==> config.mk <==
export PLATFORM = sky130hd
export DESIGN_NAME = c17_resp_misr_flat
export DESIGN_NICKNAME = d
export VERILOG_FILES = /design/src/rtl/c17_bist_pkg.sv /design/src/rtl/c17_resp_misr_if.sv /design/src/rtl/c17_resp_misr_vld_delay.sv /design/src/rtl/c17_resp_misr.sv /design/src/flat_wrapper.sv
export SDC_FILE = /design/constraint.sdc
export NUM_CORES = 1
export LEC_CHECK = 0
export ABC_CLOCK_PERIOD_IN_PS = 1630
export CORE_MARGIN = 3
export CORE_UTILIZATION = 44
export DETAILED_ROUTE_END_ITERATION = 7
export PLACE_DENSITY_LB_ADDON = 0.3
export SLEW_MARGIN = 20
export SYNTH_ARGS = -nofsm -noshare
export SYNTH_HDL_FRONTEND = slang
export SYNTH_SLANG_ARGS = --single-unit
==> constraint.sdc <==
create_clock -name clk -period 1.63 [get_ports clk]
set_input_delay 0.4075 -clock clk [delete_from_list [all_inputs] [get_ports clk]]
set_output_delay 0.4075 -clock clk [all_outputs]
set_load 0.01 [all_outputs]
Run 1, clock nets:
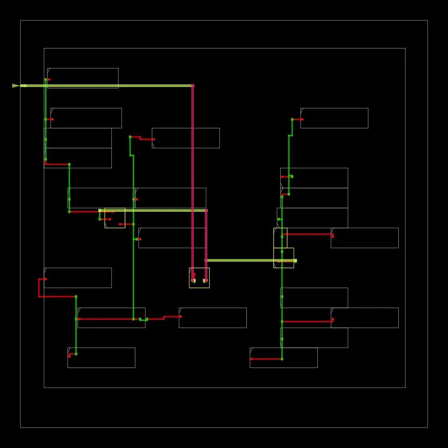
clock skew: 0.0102 ns
clock buffer count in the final layout: 3
Clk. pwr: 0.246 mW

Run 1, sequential cells colored by netlist name:
Other sequential cells in the stronger gray, the rest of the logic in the fainter gray.
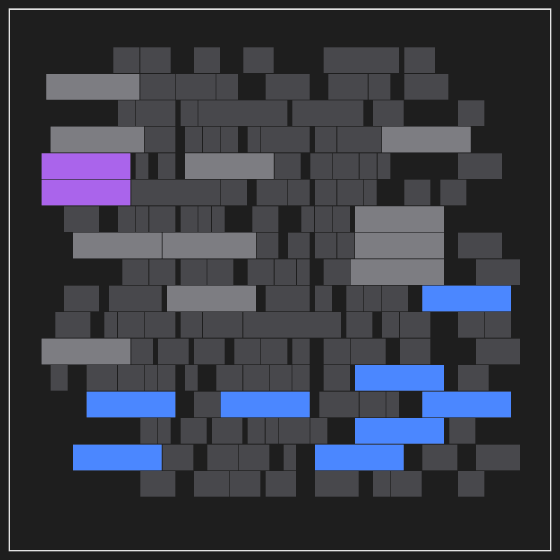
Purple shows u_core.u_vld_delay.stages, placed flops 2. Blue shows u_core.bus.signature, placed flops 8.
Another 11 sequential cells are not colored.
register area: 531 um^2
Seq/total area: 31.7%
flip-flop and latch power: 0.783 mW
Final Util: 73.6%

Run 1, clock wires, drivers and flops:
Bar = 20 um.
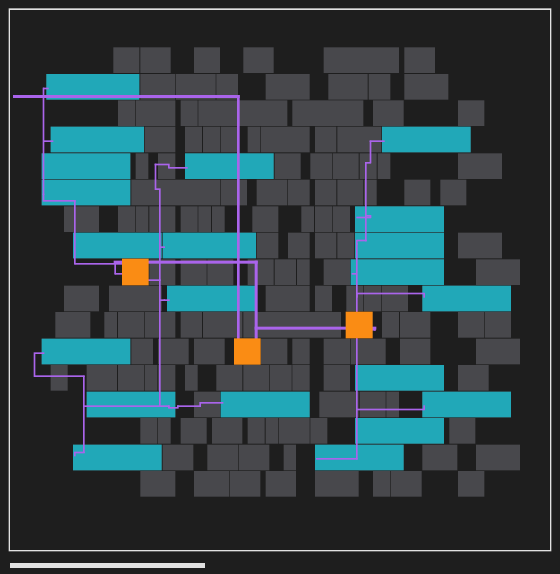
Orange shows cells driving clock nets, count 3. Purple shows clock wires, length 242 um. Cyan shows flip-flops, count 21.
There are 4 routed clock nets.
clk ins delay skew pair: 0.31 ns
share of total power in the clock network: 11.0%

Run 1, selected gate families:
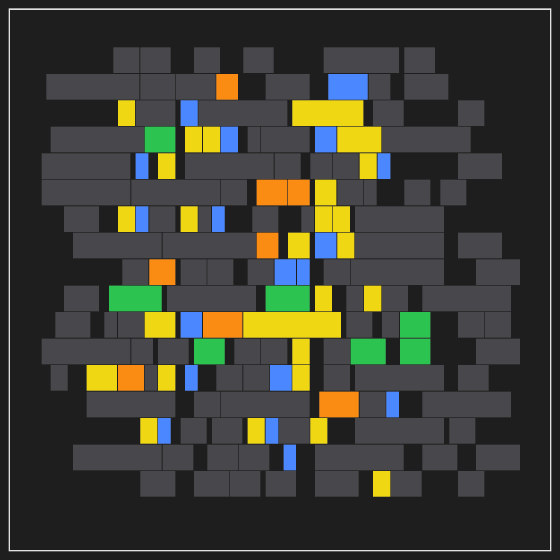
Green shows AND-OR and OR-AND gates, cells 7, most used a22o_1. Orange shows AND and OR gates, cells 8, most used and3_1. Yellow shows inverting AOI/OAI gates, cells 26, most used o21ai_0. Blue shows NAND gates, cells 18, most used nand2_1.
combinational share of cell area: 35.0%
Commonest Layout Cell: buf_4
Non-Filler Instances: 187

==> out/qor.yml, run 1 <==
cells_and_area:
  final_layout_top_logic_cells: "29 x buf_4, 17 x o21ai_0, 17 x dfrtp_1"
  design_area_mm2: 0.00168
  area_dominant_class: "logic gates"
  nonClockInverterCount: 3
  flops: 21
  buf_share_pct: 29.0
  num-fill-cells: 161
logic_synthesis:
  ys_warn_count: 0
  synthArstFlopShare_pct: 100
  top_cell: "dfrtp_1"
  synth_top_area_share_pct: 48.8
  mux_area_share_pct: 0
  synth_area_leader_cell: "dfrtp_1"
  yosys_cells: 106
  synthCells: 106
  syn_area_mm2: 0.00108
  synth.yosys.seq_area_share_pct: 48.8
  ys_types: 33
  synthesis.nets: 114
  edf_count: 0
  avgSynthCellArea_um2: 10.2
sta:
  rsz0062_at_grt: "true"
  min_period_ns: 1.63
  final_hold_viol_count: 0
  drv_slew: 0
  period_used_pct: 99.9
  setup_viol: 0
  fin_ws_ns: 0.00207
floorplan:
  die_area_mm2: 0.00308
  die_w_um: 55.5
  std_cell_rows: 17
  die_y_um: 55.5
  ioPinCount: 25
global_route:
  grt_pass1_vias: 1031
  grt_pass1_wl_um: 4610
  grt_overflow: 0
  grt.busiest_layer: "met2"
  grt_util_all_layers_pct: 18.9
  antenna_found_initial: 0
worst_setup_path:
  crit_fanout: 4
  critical-path-top-delay-family: "simple AND/OR/NAND/NOR gates"
  path_cells: "buf_4, or4_4, a2111oi_4, a211o_1"
  worstSetupPathType: "reg2reg"
  crit_slowest_cell: "or4_4"
  reg2reg_slack_ns: 0.002
  crit_cells: 4
clocking:
  cts_buffers: 3
  post_cts_buffers: 15
  clk_path_buf_depth: 2
  clock_sinks: 21
  cts_tree: "built"
  ctsHoldBuffers: 0
  clk_pin_slew_worst_paths_ns: 0.12
  htreeDepth: 1
route:
  drtIter0Drc: 21
  dr.pass1.iters: 4
  wl_met3_um: 131
  routedLengthMet1_um: 1210
  wl_per_cell_um: 14.8
  wl_met2_um: 1370
  drc: 0
power:
  seqPwrFrac_pct: 34.9
  power.density_mw_per_mm2: 1340
  swShare_pct: 36.1
  peakVddDrop_mv: 0.880
  p_comb_mw: 1.22
place:
  pre_cts_slack_ns: -0.152
  gp_congestion: 0.846
  post-place-cells: 165
  post-dp-hpwl_um: 1850
flow_run:
  warnings: 28
status:
  outcome: "complete, no violations"
==> run 2: changes to the inputs <==
- SLEW_MARGIN: 20 -> 25
==> out/qor.yml, run 2 <==
status:
  outcome: "complete, no violations"
cells_and_area:
  area_growth_pct: 55.5
  sh_comb_area_pct: 35.0
  layout_top_cell: "buf_4"
  area_share_clock_buf_inv_pct: 1.64
  fin_util_pct: 73.6
  fin_nets: 168
  area_dominant_class: "logic gates"
  nonClockInverterCount: 3
  num-fill-cells: 161
  n_clock_buffer: 3
  buf_share_pct: 29.0
  sh_seq_area_pct: 31.7
  final_layout_top_logic_cells: "29 x buf_4, 17 x o21ai_0, 17 x dfrtp_1"
  layout.cells.non_filler: 187
  design_area_mm2: 0.00168
  regArea_um2: 531
route:
  routedLengthMet1_um: 1210
  ant_nets: 0
  drc: 0
  wl_met2_um: 1370
  dr.pass1.iters: 4
  wl_met3_um: 131
  wl_per_cell_um: 14.8
  drt-total-wl_um: 2770
  drtIter0Drc: 21
logic_synthesis:
  avgSynthCellArea_um2: 10.2
  ys_sh_xor_pct: 4.88
  flop_cell: "dfrtp_1"
  yosys_cells: 106
  syn_area_mm2: 0.00108
  synth.yosys.seq_area_share_pct: 48.8
  mux_area_share_pct: 0
  synth_area_leader_cell: "dfrtp_1"
  topCombFamilyByArea: "AND-OR/OR-AND gates"
  synthesis.nets: 114
  synthCells: 106
  ys_warn_count: 0
  yosys.area_share.simple_pct: 18.2
  edf_count: 0
  synthTopCellsByCount: "21 x dfrtp_1, 19 x o21ai_0, 10 x nand2_1"
  synthArstFlopShare_pct: 100
  ys_types: 33
  synth_top_area_share_pct: 48.8
  synth.ff_latch_count: 21
  yosys-top-cells-area: "dfrtp_1 49%, o21ai_0 8.8%, xnor2_1 4.1%"
  top_cell: "dfrtp_1"
worst_setup_path:
  reg2reg_depth: 4
  cp_slowest_stage_delay_ns: 0.54
  worstSetupPathType: "reg2reg"
  end_kind: "flip-flop"
  crit_slowest_cell: "or4_4"
  crit_arrival_ns: 1.89
  crit_fanout: 4
  critPathBufInv: 1
  reg2reg_slack_ns: 0.002
  crit_cells: 4
  critical-path-top-delay-family: "simple AND/OR/NAND/NOR gates"
  crit_required_ns: 1.89
  path_cells: "buf_4, or4_4, a2111oi_4, a211o_1"
global_route:
  grt_pass1_vias: 1031
  grt_pass1_wl_um: 4610
  antenna_found_initial: 0
  grt_overflow: 0
  grt_util_all_layers_pct: 18.9
  grt.busiest_layer: "met2"
power:
  p_comb_mw: 1.22
  peakVddDrop_mv: 0.880
  power.leakage_nw: 0.870
  p_int_mw: 1.44
  p_switching_mw: 0.810
  p_comb_share_pct: 54.2
  seqPwrFrac_pct: 34.9
  total_power_mw: 2.25
  seq_power_mw: 0.783
  power.density_mw_per_mm2: 1340
  clockPowerShare_pct: 11.0
  powerClk_mw: 0.246
  swShare_pct: 36.1
place:
  post-place-cells: 165
  port_buffers: 24
  pre_cts_slack_ns: -0.152
  placed_area_mm2: 0.00142
  post-dp-hpwl_um: 1850
  gp_congestion: 0.846
clocking:
  cts_resized: 25
  ctsHoldBuffers: 0
  root_buffer: "clkbuf_4"
  cts_tree: "built"
  clock_latency_ns: 0.31
  htreeDepth: 1
  clk_path_buf_depth: 2
  post_cts_buffers: 15
  clk_pin_slew_worst_paths_ns: 0.12
sta:
  fin_ws_ns: 0.00207
  period_used_pct: 99.9
  slew_headroom_pct: 82.0
  rsz0062_at_grt: "true"
  finClkSkew_ns: 0.0102
  min_period_ns: 1.63
  setup_viol: 0
  final_hold_viol_count: 0
  drv_slew: 0
  tightest_slew_ns: 0.270
floorplan:
  core_area_mm2: 0.00228
  die_area_mm2: 0.00308
  die_y_um: 55.5
  ioPinCount: 25
  die_w_um: 55.5
  std_cell_rows: 17
flow_run:
  timing.max_cap.violations: 0
  warnings: 28
Run 2, clock wires, drivers and flops:
Bar = 20 um.
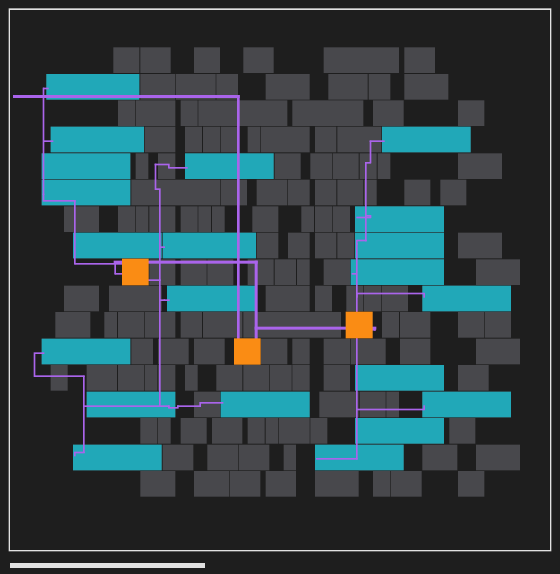
Orange shows cells driving clock nets, count 3. Purple shows clock wires, length 242 um. Cyan shows flip-flops, count 21.
There are 4 routed clock nets.

Run 2, clock nets:
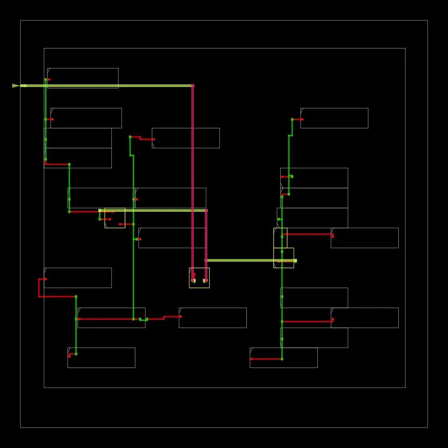
CTS sink count: 21
Flop Count: 21
Inserted Clock Buffers: 3

Power and IR drop assume default switching activity.
